--- src/rtl/wb_arbiter_pkg.sv ---
// Shared definitions for the register-file write-back arbiter: source
// indices, default widths and the result record type.
package wb_arbiter_pkg;

  localparam int NUM_WB_SRC = 4;
  localparam int WB_DATA_W  = 32;
  localparam int WB_RD_W    = 5;

  localparam int WB_SRC_ALU = 0;
  localparam int WB_SRC_LSU = 1;
  localparam int WB_SRC_MUL = 2;
  localparam int WB_SRC_DIV = 3;

  typedef struct packed {
    logic [WB_RD_W-1:0]   rd;
    logic [WB_DATA_W-1:0] data;
  } wb_req_t;

endpackage

--- src/rtl/wb_arbiter_rr.sv ---
// Round-robin arbiter: one-hot grant searching from rr_ptr+1 with wrap.
// rr_ptr holds the last granted index and is the only state.
module rr_arbiter #(
  parameter int N = 4,
  localparam int PW = (N > 1) ? $clog2(N) : 1
) (
  input  logic          clk,
  input  logic          rst,
  input  logic [N-1:0]  req,
  output logic [N-1:0]  grant,
  output logic [PW-1:0] gnt_idx,
  output logic          gnt_any
);

  logic [PW-1:0] rr_ptr;
  logic [PW-1:0] cand;

  always_comb begin
    grant   = '0;
    gnt_idx = rr_ptr;
    gnt_any = 1'b0;
    cand    = '0;
    for (int k = 1; k <= N; k++) begin
      cand = PW'((int'(rr_ptr) + k) % N);
      if (!gnt_any && req[cand]) begin
        gnt_any = 1'b1;
        gnt_idx = cand;
      end
    end
    if (gnt_any) grant[gnt_idx] = 1'b1;
  end

  // Reset to the last index so source 0 wins the first contest.
  always_ff @(posedge clk) begin
    if (rst) rr_ptr <= PW'(N - 1);
    else if (gnt_any) rr_ptr <= gnt_idx;
  end

endmodule

--- src/rtl/wb_arbiter.sv ---
// Write-back arbiter: each execute pipe has a one-entry holding slot that
// bypasses when empty; a round-robin grant feeds the registered wr_* port.
module wb_arbiter
  import wb_arbiter_pkg::*;
#(
  parameter int NUM_SRC = NUM_WB_SRC,
  parameter int DATA_W  = WB_DATA_W,
  parameter int RD_W    = WB_RD_W
) (
  input  logic                      clk,
  input  logic                      rst,
  input  logic [NUM_SRC-1:0]        src_valid,
  output logic [NUM_SRC-1:0]        src_ready,
  input  logic [NUM_SRC*RD_W-1:0]   src_rd,
  input  logic [NUM_SRC*DATA_W-1:0] src_data,
  output logic                      wr_en,
  output logic [RD_W-1:0]           wr_rd,
  output logic [DATA_W-1:0]         wr_data,
  output logic [1:0]                wr_src,
  output logic                      busy
);

  localparam int PW = (NUM_SRC > 1) ? $clog2(NUM_SRC) : 1;

  // Handshake: a result transfers on a cycle where src_valid & src_ready.
  // A source must hold valid/rd/data stable while valid & ~ready.
  logic [NUM_SRC-1:0] slot_valid;
  logic [NUM_SRC-1:0] req;
  logic [NUM_SRC-1:0] grant;
  logic [NUM_SRC-1:0] load;
  logic [RD_W-1:0]    slot_rd   [NUM_SRC];
  logic [DATA_W-1:0]  slot_data [NUM_SRC];
  logic [RD_W-1:0]    cand_rd   [NUM_SRC];
  logic [DATA_W-1:0]  cand_data [NUM_SRC];
  logic [PW-1:0]      gnt_idx;
  logic               gnt_any;

  always_comb begin
    for (int i = 0; i < NUM_SRC; i++) begin
      cand_rd[i]   = slot_valid[i] ? slot_rd[i]   : src_rd[i*RD_W +: RD_W];
      cand_data[i] = slot_valid[i] ? slot_data[i] : src_data[i*DATA_W +: DATA_W];
    end
  end

  assign req       = slot_valid | src_valid;
  assign src_ready = ~slot_valid | grant;
  // Accepted input goes to the slot unless it was itself the bypass winner.
  assign load      = src_valid & src_ready & (slot_valid | ~grant);
  assign busy      = |slot_valid;

  rr_arbiter #(.N(NUM_SRC)) u_arb (
    .clk     (clk),
    .rst     (rst),
    .req     (req),
    .grant   (grant),
    .gnt_idx (gnt_idx),
    .gnt_any (gnt_any)
  );

  always_ff @(posedge clk) begin
    if (rst) begin
      slot_valid <= '0;
    end else begin
      for (int i = 0; i < NUM_SRC; i++) begin
        if (load[i]) begin
          slot_valid[i] <= 1'b1;
          slot_rd[i]    <= src_rd[i*RD_W +: RD_W];
          slot_data[i]  <= src_data[i*DATA_W +: DATA_W];
        end else if (grant[i]) begin
          slot_valid[i] <= 1'b0;
        end
      end
    end
  end

  // Writes to x0 still consume the grant but never assert wr_en.
  always_ff @(posedge clk) begin
    if (rst) begin
      wr_en   <= 1'b0;
      wr_rd   <= '0;
      wr_data <= '0;
      wr_src  <= '0;
    end else if (gnt_any) begin
      wr_en   <= |cand_rd[gnt_idx];
      wr_rd   <= cand_rd[gnt_idx];
      wr_data <= cand_data[gnt_idx];
      wr_src  <= 2'(gnt_idx);
    end else begin
      wr_en   <= 1'b0;
    end
  end

endmodule

--- config.mk ---
export PLATFORM = sky130hd
export DESIGN_NAME = wb_arbiter
export DESIGN_NICKNAME = d
export VERILOG_FILES = /design/src/rtl/wb_arbiter_pkg.sv /design/src/rtl/wb_arbiter_rr.sv /design/src/rtl/wb_arbiter.sv
export SDC_FILE = /design/constraint.sdc
export NUM_CORES = 1
export LEC_CHECK = 0
export CAP_MARGIN = 10
export CORE_ASPECT_RATIO = 0.5
export CORE_MARGIN = 2
export CORE_UTILIZATION = 51
export DETAILED_ROUTE_END_ITERATION = 8
export PLACE_DENSITY_LB_ADDON = 0.2
export SETUP_SLACK_MARGIN = 0.1
export SYNTH_ARGS = -nofsm -noshare
export SYNTH_HDL_FRONTEND = slang
export SYNTH_SLANG_ARGS = --single-unit
--- constraint.sdc ---
create_clock -name clk -period 11.6 [get_ports clk]
set_input_delay 1.16 -clock clk [delete_from_list [all_inputs] [get_ports clk]]
set_output_delay 1.16 -clock clk [all_outputs]
set_load 0.1 [all_outputs]
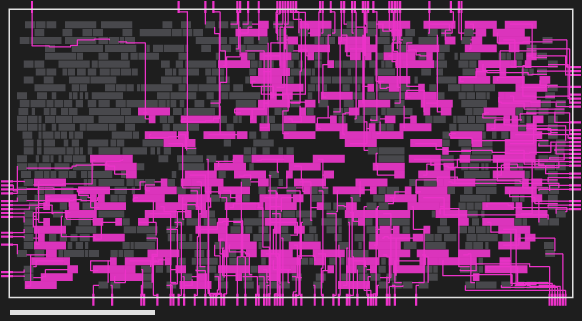
**Above:** I/O nets highlighted.
Bar = 50 um.
Key: magenta = src_data [direction input, edge 52 bottom, 36 top, 26 right, 14 left, end cells 256, buffers 128, wire 5100 um]

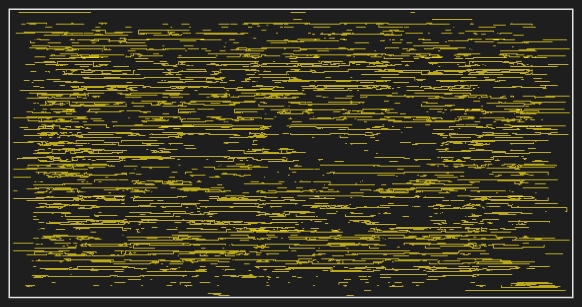
**Above:** metal 1.
924 nets have wire on it. The layer carries 10700 um of wire. The layer holds 45% of the routed length.

==> flow_summary.json <==
{
  "status": "complete, no violations",
  "intPower_mw": 1.45,
  "drive_gt1_share_pct": 12.9,
  "hp-class": "register to register",
  "power_mw": 2.42,
  "avgRoutedWirePerCell_um": 20.8,
  "vias": 6531,
  "final_nets": 1034,
  "vdd_drop_max_v": 0.000177,
  "grt_setup_unrepaired": "no",
  "insertion_delay_ps": 420,
  "cp.required_ps": 10440,
  "yosys_warnings": 0,
  "ant_nets": 0,
  "synth-edff-count": 148,
  "clock-sinks": 194,
  "area_growth_pct": 28.7,
  "fp_util_pct": 52.4,
  "p_leak_nw": 3.96,
  "cp_data_arrival_time_ps": 4750,
  "drtPass1Iterations": 5,
  "coreArea_um2": 17500,
  "hold_viol_final": 0,
  "place_area_um2": 11200,
  "initialDrtViolationCount": 402,
  "antenna_cells": 0,
  "synthCells": 717,
  "layout_min_cycle_time_ps": 5910,
  "setup_viol": 0,
  "syn_nets": 871,
  "cts_tree": "yes",
  "clockBufferDepth": 2,
  "first_global_vias": 6494,
  "post-dp-hpwl_um": 14600,
  "timing.fmax_mhz": 169,
  "die_w_um": 194,
  "drc_errors": 0,
  "slew_violations": 0
}
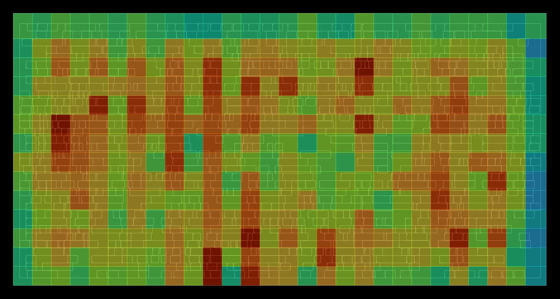
**Above:** track usage over the die.
GR Layer Usage met3: 4.35%
GRT Util Overall: 24.6%

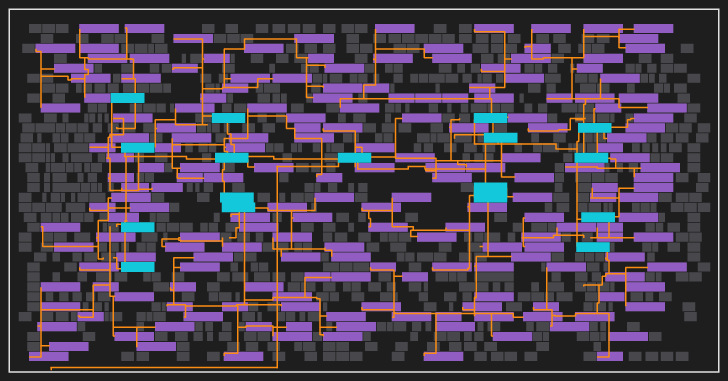
**Above:** clock network drawn from the DEF.
Key: cyan = cells driving clock nets [count 17]; purple = flip-flops [count 194]; orange = clock wires [length 2200 um]
Position of the flops: all over the die.

## stage by stage
stage                     cells  setup WS [ps]  hold slack (ps)
after global routing       1127           5530              517
after detailed placement   1095           5710              474
after floorplan             717           2730              666
after global placement     1095           5790              461
final                      1127           5690              495
after CTS                  1127           5700              487
## worst max-delay path, stage by stage
cell and delay (ps):
clkdlybuf4s50_1 460, or2_2 360, nor2b_1 180, nor3_4 200, buf_4 830, nand2b_1 250, nand2_1 130, clkdlybuf4s50_1 1140
## power groups by stage
stage	combinational, mW	sequential, mW	clock [mW]
finish	0.918	0.919	0.582
global route	0.971	0.930	0.618
CTS	0.921	0.919	0.593
detailed placement	0.914	0.934	0
global placement	0.901	0.930	0
floorplan	0.442	1.18	0
## routing by layer
metal / GRT usage [%] / up-vias / routed length (um)
met5: 0 / - / 0
met4: 6.18 / 0 / 272
met3: 4.35 / 19 / 1550
met2: 39.7 / 225 / 11000
met1: 34.9 / 3176 / 10700
li1: - / 3111 / -
## sequential cells by signal (all words and copies together) (netlist names)
| name | count |
|---|---|
| slot_data | 128 |
| slot_rd | 20 |
| slot_valid | 4 |
| u_arb.rr_ptr | 2 |
| wr_data | 32 |
| wr_en | 1 |
| wr_rd | 5 |
| wr_src | 2 |
## synth_stat cells (2+ instances only)
master | n | area, um^2
a22oi_1 | 2 | 15.0
or2_2 | 2 | 12.5
nor3_1 | 7 | 35.0
a211oi_1 | 112 | 841
nor3_2 | 26 | 260
buf_4 | 7 | 52.6
a211oi_2 | 28 | 350
buf_2 | 13 | 65.1
o21ai_0 | 4 | 20.0
a211o_1 | 2 | 17.5
or4_1 | 2 | 15.0
nand2_1 | 9 | 33.8
or3_1 | 2 | 12.5
edfxtp_1 | 148 | 4440
clkbuf_1 | 35 | 131
a21oi_1 | 42 | 210
dfxtp_1 | 46 | 921
buf_1 | 4 | 15.0
nor3b_1 | 2 | 15.0
maj3_1 | 2 | 20.0
nor2b_1 | 73 | 457
mux2i_1 | 83 | 831
xnor2_1 | 2 | 17.5
nor2_1 | 39 | 146
nand2b_1 | 3 | 18.8
buf_6 | 5 | 56.3
## kinds of logic after synthesis
logic type | after synthesis | synth area share [%]
mux | 83 | 9.04
buf+inv | 66 | 3.69
fa+ha+maj | 2 | 0.218
compound gates | 198 | 16.7
simple gates | 172 | 11.8
xor+xnor | 2 | 0.191
flops | 194 | 58.4
## path summary, 6_finish.rpt
kind                               startpoint           end  slack (ps)  cells after the start
worst max-delay path             src_valid[3]  src_ready[0]        5690                      8
worst min-delay path                wr_src[1]     wr_src[1]         490                      2
worst max register to register  slot_valid[3]         wr_en        7110                     10
worst min register to register      wr_src[1]     wr_src[1]         490                      2
## area by class of cell
type,instances,area [um^2]
multi-input combinational,457,3510
inverter,1,3.75
timing repair buffer,209,2060
clock buffer,18,439
tap,234,293
fill,1329,5700
clock inverter,14,145
sequential,194,5380
No activity file was given, so power comes from the tool's default toggle rates.
